==> config.mk <==
export PLATFORM = sky130hd
export DESIGN_NAME = seg7_bus_decoder
export DESIGN_NICKNAME = d
export VERILOG_FILES = /design/src/rtl/seg7_bus_decoder.sv
export SDC_FILE = /design/constraint.sdc
export NUM_CORES = 1
export LEC_CHECK = 0
export CAP_MARGIN = 20
export CORE_ASPECT_RATIO = 0.5
export CORE_UTILIZATION = 59
export DETAILED_ROUTE_END_ITERATION = 8
export PLACE_DENSITY = 0.79
export SKIP_LAST_GASP = 1
export SYNTH_ARGS = -nofsm -noshare
export SYNTH_HDL_FRONTEND = slang
export SYNTH_SLANG_ARGS = --single-unit
==> constraint.sdc <==
create_clock -name CLK -period 5.22 [get_ports CLK]
set_input_delay 1.566 -clock CLK [delete_from_list [all_inputs] [get_ports CLK]]
set_output_delay 1.566 -clock CLK [all_outputs]
set_load 0.05 [all_outputs]
Run 1, met1 routing:
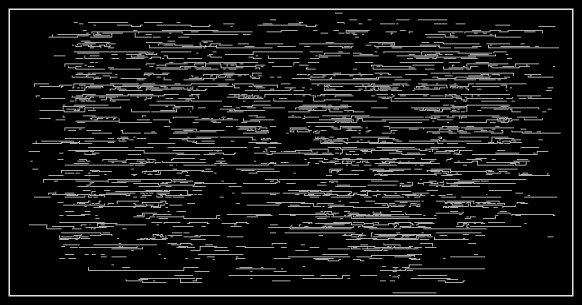
wire length on this layer: 5710 um
nets with wire on the layer: 562
DR vias: 4313
final wirelength: 12.23 mm
GRT met1 Usage: 35.09%

Run 1, the metal 2 layer:
Bar = 50 um.
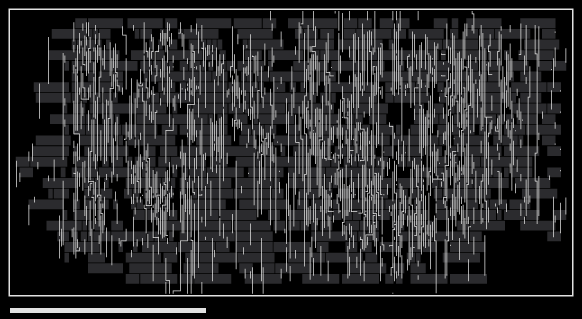
main direction: vertical
share of all routed wire: 47%
longest straight run: 27.5 um
wire length on this layer: 5790 um
met2 Use GR: 40.99%

Run 1, met3 routing:
Bar = 50 um.
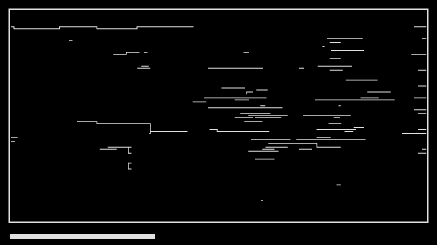
longest straight run: 27.1 um
share of all routed wire: 4.8%
met3 Use GR: 6.102%

==> changes_impl.md, run 1 <==
### Implementation results

* TNS Setup at 0 ns
* Area growth from synthesis to layout at 17.95%
* Global placement routability congestion at 0.8232
* CP Data Required Time at 5.51 ns
* Metal1 wirelength at 5.710 mm
* Cell area leaders: dfrtp_1 36%, dfstp_2 15%, xor2_1 5.5%
* Gate Count Post-Synth at 545
* CP Cell Sequence: xor2_1 > nor4_1 > nand3_1 > nor3b_2 > mux2_4 > a211o_1
* Die Ht at 72.74 um
* Status: completed
* Most frequent cells in the layout: 85 x dfrtp_1, 55 x nor2_1, 37 x xor2_1
* Max reg flops at 24
* Number of enable flip-flop cells at 0
* Netlist cell types at 61
* DR iter-0 viols at 364
* Net Count, Synth at 573
* Critical path's largest stage delay at 0.83 ns
* Critical path peak fanout at 23
* Yosys stat chip area at 0.005904 mm2
* Met2 wire len at 5.787 mm
* Wire length per cell at 16.85 um
* CTS tree: built
* Net switching power at 0.4695 mW
* Crit path launch type: flop
* Tool warnings at 37
* Worst slew pin tran at 0.9791 ns
run 1: cells by family after synthesis:
kind of cell | after synthesis
buffers and inverters | 55
adder cells (fa/ha/maj) | 16
flip-flops | 119
XOR/XNOR | 48
multiplexers | 21
AND/OR/NAND/NOR | 203
AND-OR/OR-AND | 83
run 1: worst reg2reg max path, delay by kind of cell, from the launching register on:
kind / cells / cell delay, ns
compound gates: 1 / 0.30
xor+xnor: 1 / 0.11
flops: 1 / 0.72
mux: 1 / 0.38
simple gates: 3 / 1.86
run 1: per-layer routing:
layer  global-route usage, %  up-vias
met5                       0        -
met4                   8.629        0
met3                   6.102       17
met2                   40.99      122
met1                   35.09     2168
li1                        -     2006
run 1: cell usage after synthesis, drive strengths merged, types with 9 or more instances:
| cell | count |
|---|---|
| a21oi | 16 |
| a31oi | 11 |
| and3 | 14 |
| buf | 17 |
| clkbuf | 9 |
| dfrtp | 85 |
| dfstp | 34 |
| ha | 15 |
| inv | 29 |
| mux2 | 21 |
| nand2 | 23 |
| nand3 | 32 |
| nor2 | 55 |
| nor4 | 11 |
| o21ai | 9 |
| o22ai | 15 |
| xnor2 | 11 |
| xor2 | 37 |
run 1: cell type report:
cell class                      instances  area (um2)  share of cell area (%)
Sequential cell                       119        3020                   43.37
Multi-Input combinational cell        371        2619                   37.60
Clock buffer                           23       467.9                   6.719
Timing Repair Buffer                   40       402.9                   5.785
Clock inverter                          9       173.9                   2.497
Tap cell                              135       168.9                   2.425
Inverter                               29       111.4                   1.599
run 1: power groups by stage:
stage | combinational (mW) | sequential [mW] | clock [mW]
after floorplan | 0.0687 | 0.968 | 0
after global placement | 0.0806 | 0.981 | 0
after detailed placement | 0.0819 | 0.982 | 0
after CTS | 0.0831 | 0.967 | 1.28
after global routing | 0.0917 | 0.969 | 1.33
final | 0.0823 | 0.967 | 1.27
run 1: through the flow:
| step | cell area, um2 | setup slack (ns) | total power, mW | cells | hold WS (ns) |
|---|---|---|---|---|---|
| 2_1_floorplan | 5904 | 0.5528 | 1.037 | 545 | 0.3452 |
| 3_3_place_gp | 6322 | 1.904 | 1.061 | 694 | 0.3461 |
| 3_5_place_dp | 6322 | 1.797 | 1.064 | 694 | 0.3468 |
| 4_1_cts | 6964 | 1.743 | 2.331 | 726 | 0.3486 |
| 5_1_grt | 6964 | 1.532 | 2.386 | 726 | 0.3541 |
| 6_report | 6964 | 1.744 | 2.319 | 726 | 0.3515 |
Run 1, routing congestion map:
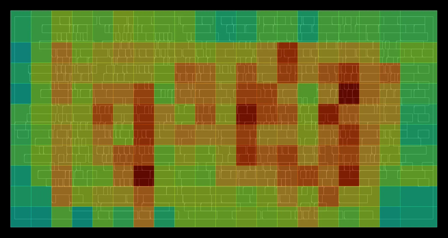

==> run 2, diff against run 1 <==
- CORE_UTILIZATION: 59 -> 54
- PLACE_DENSITY: 0.79 -> 0.77
- clock period: 5.22 -> 3.1 ns (I/O delays scaled with it)
Run 2, routing congestion map:
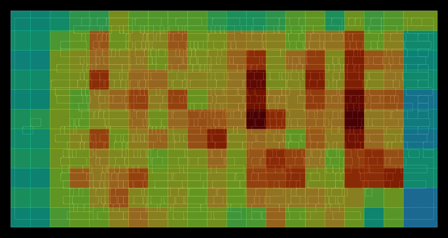
met2 Use GR: 38.29%
Total GRT Usage: 24.43%
Top Usage Layer GRT: met2

Run 2, met1 routing:
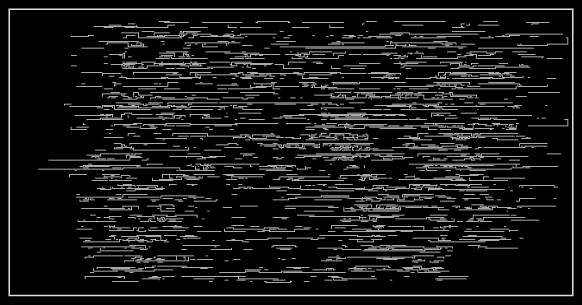
longest straight run: 29.9 um
wire length on this layer: 5820 um
share of all routed wire: 46%
main direction: horizontal
final wirelength: 12.55 mm
GRT met1 Usage: 32.83%
DR vias: 4312

==> run 2 against run 1 <==
Against the previous run:
- setup slack got worse by 1.6 ns
- non-clock buffer count rose by 9
- global-route usage fell by 1.3 points
- combinational power rose by 83%
- count of clock-buffer cells in the layout rose by 2
- clock power rose by 54%
- area after synthesis did not move
- core utilization fell by 5.3 points
- maximum frequency rose by 19%
- critical path type unchanged
- largest cell class unchanged
==> changes_impl.md, run 2 <==
### Implementation results

* Status: completed (unchanged)
* Critical path's largest stage delay at 0.61 ns (was 0.83 ns)
* Number of enable flip-flop cells at 0 (unchanged)
* CP Cell Sequence: xor2_1 > nand3_1 > inv_1 > ha_1 > o22ai_1 > nor2_1 > nor4b_2 > a31o_2 > a211o_1 (was xor2_1 > nor4_1 > nand3_1 > nor3b_2 > mux2_4 > a211o_1)
* Most common cell in the netlist: dfrtp_1 (unchanged)
* WP depth at 9 (was 6)
* Metal3 WL at 478 um (was 585 um)
* Gate Count Post-Synth at 545 (unchanged)
* Met2 wire len at 5.986 mm (was 5.787 mm)
* Metal1 wirelength at 5.822 mm (was 5.710 mm)
* Fmax at 0.3418 GHz (was 0.2876 GHz)
* Initial antenna violation count at 0 (unchanged)
* R2R depth at 9 (was 6)
* Sinks on Clock Net at 119 (unchanged)
* CP Data Required Time at 3.39 ns (was 5.51 ns)
* Hold_buf cts at 0 (unchanged)
* Top-level I/O count at 37 (unchanged)
* Max transition margin at 50.31% (was 34.55%)
* Global placement routability congestion at 0.9107 (was 0.8232)
* Critical path peak fanout at 8 (was 23)
* Pre-CTS setup slack at 0.2080 ns (was 1.797 ns)
* Post-DR vias/cell at 5.827 (was 5.941)
* Die Ht at 75.94 um (was 72.74 um)
* FP Util at 56.72% (was 61.69%)
* Net Count, Synth at 573 (unchanged)
* Wire length per cell at 16.96 um (was 16.85 um)
* DR iter-0 viols at 378 (was 364)
* CTS tree: built (unchanged)
* Crit path launch type: flop (unchanged)
* Top sig layer: met4 (unchanged)
* Worst min-delay path class: flop to flop (unchanged)
* Tool warnings at 37 (unchanged)
* Largest net degree at the start of global routing at 76 (was 64)
* Area growth from synthesis to layout at 18.90% (was 17.95%)
* Max reg flops at 24 (unchanged)
* Most frequent cells after synthesis: 85 x dfrtp_1, 55 x nor2_1, 37 x xor2_1 (unchanged)
* Worst setup margin at 0.1741 ns (was 1.744 ns)
* Ys cells at 545 (unchanged)
* Cell area leaders: dfrtp_1 36%, dfstp_2 15%, xor2_1 5.5% (unchanged)
* Netlist cell types at 61 (unchanged)
* TNS Setup at 0 ns (unchanged)
* Net switching power at 0.8463 mW (was 0.4695 mW)
* Tightest hold margin at 0.3524 ns (was 0.3515 ns)
* Most frequent cells in the layout: 85 x dfrtp_1, 55 x nor2_1, 37 x xor2_1 (unchanged)
* Post-synth top area cell: dfrtp_1 (unchanged)
run 2: cell types whose count changed in the layout (fill, tap and decap cells not counted), sizes merged:
cell      previous run  this run
buf                  4        13
inv                 29        30
clkbuf              23        25
clkinvlp             0         2
bufinv               5         0
run 2: metal layers:
metal	vias up	global-route usage [%]
li1	2023	-
met1	2156	32.83
met2	107	38.29
met3	26	5.120
met4	0	10.71
met5	-	0
run 2: per-stage QoR:
step | instances | total power, mW | instance area [um2]
global placement | 708 | 1.796 | 6410
detailed placement | 708 | 1.802 | 6410
floorplan | 545 | 1.746 | 5908
finish | 740 | 3.743 | 7020
global route | 740 | 3.870 | 7020
CTS | 740 | 3.764 | 7013
run 2: cell families after synthesis:
group           after synthesis  synth area share, %
xor+xnor                     48                7.120
buf+inv                      55                4.492
fa+ha+maj                    16                3.348
flops                       119                51.15
compound gates               83                9.748
mux                          21                4.704
simple gates                203                19.43
run 2: power by group through the flow:
stage	registers [mW]	logic [mW]	clock network [mW]
floorplan	1.63	0.116	0
finish	1.63	0.151	1.96
CTS	1.63	0.152	1.98
global route	1.63	0.167	2.07
detailed placement	1.65	0.149	0
global placement	1.65	0.146	0
run 2: cell type report:
cell class	instances	area [um2]
flip-flops and latches	119	3020
clock inverters	7	52.55
multi-input cells	371	2626
inverters	29	112.6
clock buffers	25	550.5
well taps	140	175.2
fillers	796	3390
repair buffers	49	483.0
run 2: worst reg2reg max path, delay by kind of cell (launching register included):
kind                     cells  cell delay, ns
flip-flops                   1            0.61
AND/OR/NAND/NOR              3            0.93
AND-OR/OR-AND                3            0.66
XOR/XNOR                     1            0.18
adder cells (fa/ha/maj)      1            0.22
buffers and inverters        1            0.21
run 2: repair_timing:
action,4_1_cts,5_1_grt
resized,0,1
buffers inserted,0,0
setup endpoints to repair,0,12
hold endpoints to repair,0,0
No activity file was given, so power comes from the tool's default toggle rates.
